==> config.mk <==
export PLATFORM = sky130hd
export DESIGN_NAME = snn_step_scheduler
export DESIGN_NICKNAME = d
export VERILOG_FILES = /design/src/rtl/snn_pkg.sv /design/src/rtl/snn_readout_gate.sv /design/src/rtl/snn_step_scheduler.sv
export SDC_FILE = /design/constraint.sdc
export NUM_CORES = 1
export LEC_CHECK = 0
export CAP_MARGIN = 0
export CORE_MARGIN = 2
export CORE_UTILIZATION = 56
export DETAILED_ROUTE_END_ITERATION = 10
export GPL_TIMING_DRIVEN = 0
export PLACE_DENSITY = 0.84
export SYNTH_ARGS = -nofsm -noshare
export SYNTH_HDL_FRONTEND = slang
export SYNTH_SLANG_ARGS = --single-unit
==> constraint.sdc <==
create_clock -name aclk -period 3.2 [get_ports aclk]
set_input_delay 0.96 -clock aclk [delete_from_list [all_inputs] [get_ports aclk]]
set_output_delay 0.96 -clock aclk [all_outputs]
set_load 0.02 [all_outputs]
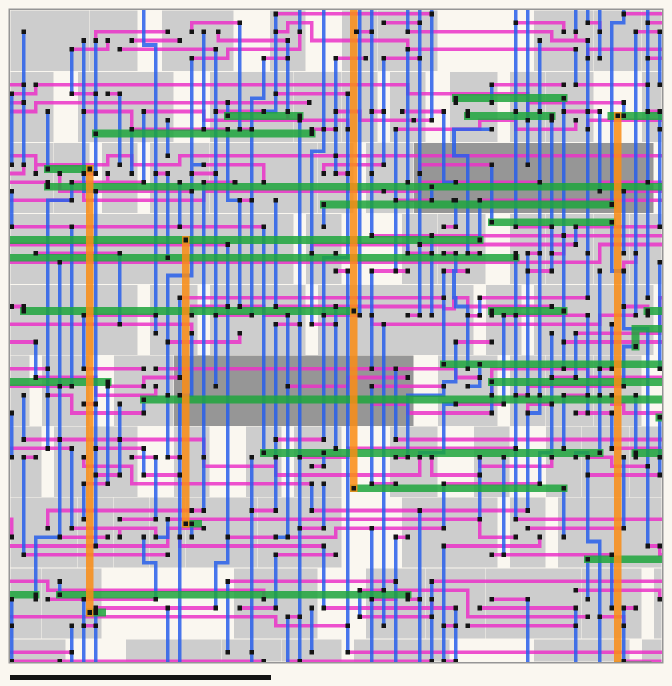
*A small window of the routed layout*
The bar under the picture is 10 um long. Window x 25 to 50, y 10 to 35 um. Cells in gray, sequential cells in the stronger gray; small squares are vias.
Key: M1 = magenta; M2 = blue; M4 = orange; M3 = green
76 logic cells have their middle in the window. Sequential cells in the window: 2. Most frequent: nor2_1 (15), a21oi_1 (9), clkbuf_1 (6).

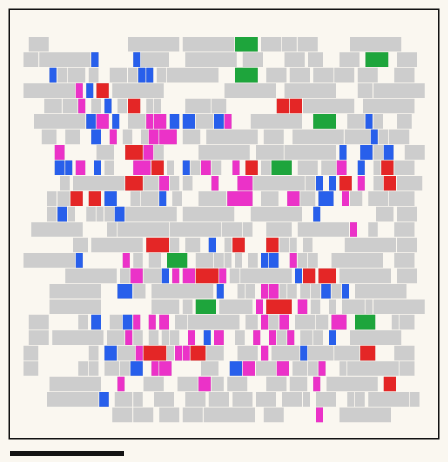
*Gate families picked out*
The bar under the picture is 20 um long.
Key: nand cells = blue [cells 50]; nor cells = magenta [cells 59]; mux cells = green [cells 8]; and/or cells = red [cells 24]
logic gate fraction of the total cell area: 41.8%
most used logic cell in the final layout: dfrtp_1

==> notes.md <==
yosys + openroad results -> status=complete, no violations, area leader, netlist=dfrtp_1, commonest cells in the netlist=48 x dfrtp_1, 33 x nor2_1, 29 x nand2_1, Clock H-tree levels=2, metal1 wirelength=3200 um, fp util=59.2%, pwr dens=765 nW/um^2, Tmin final=3070 ps, worst hold slack=500 ps, reg2reg setup slack=970 ps, FA/HA/MAJ Cells, Area Fraction=2.10%, switching power=1.12 mW, post-CTS setup buffer count=0, Top cell area share=42.1%, Synth Seq Share=42.1%, Top cells excl fill/tap=48 x dfrtp_1, 44 x clkdlybuf4s50_1, 33 x nor2_1, 29 x nand2_1, 28 x a21oi_1, xor/xnor share=2.46%, count leader, synth=dfrtp_1, CTS max path bufs=2, Leak=1.48 nW, vias in the first global route=2388, die height=75.4 um, Slew HR=39.3%, internal power=1.58 mW, Sequential Power Share=35.9%, Global Route Usage Sum=26.1%, Simple-Gate Area Share=24.3%, Dominant flop cell=dfrtp_1, dpl hpwl=5240 um, Filler cells=396, clk_buf instances=6, Non-CTS buffers=73, ys async rst share=100%, dpl cells=443, wire length on met3=489 um, count of final setup violators=0, Logic inverters=10, RSZ-0062 raised after global routing=no, busiest grt layer=met2, clk_lat worst skew=310 ps, cell count in the Yosys report=328, logic gate share of total power=47.9%, Register Area=1200 um^2, Flop+latch power=0.972 mW, Signal buf overhead=17.8%, Max Cap Violations=0, Max FO, Critical Path=10, Cell variety after synth=58, peak per-stage delay on the critical path=700 ps, largest net degree at the start of global routing=41, final hold violations=0, share of layout cells above drive strength 1=10.7%, ratio of routed vias to standard cells=6.10, mean post-synth cell area=8.70 um^2, starting DRC count in detailed routing=326, combinational gates=245, Mapped Area=2850 um^2, R2R depth=8, Worst Path Required=3430 ps, Synthesized registers=48, cycle use final=96.1%, Layout area overhead=23.9%, GR Util met2=41.1%
Power figures rest on the tool's default switching activity, not on a simulated workload.
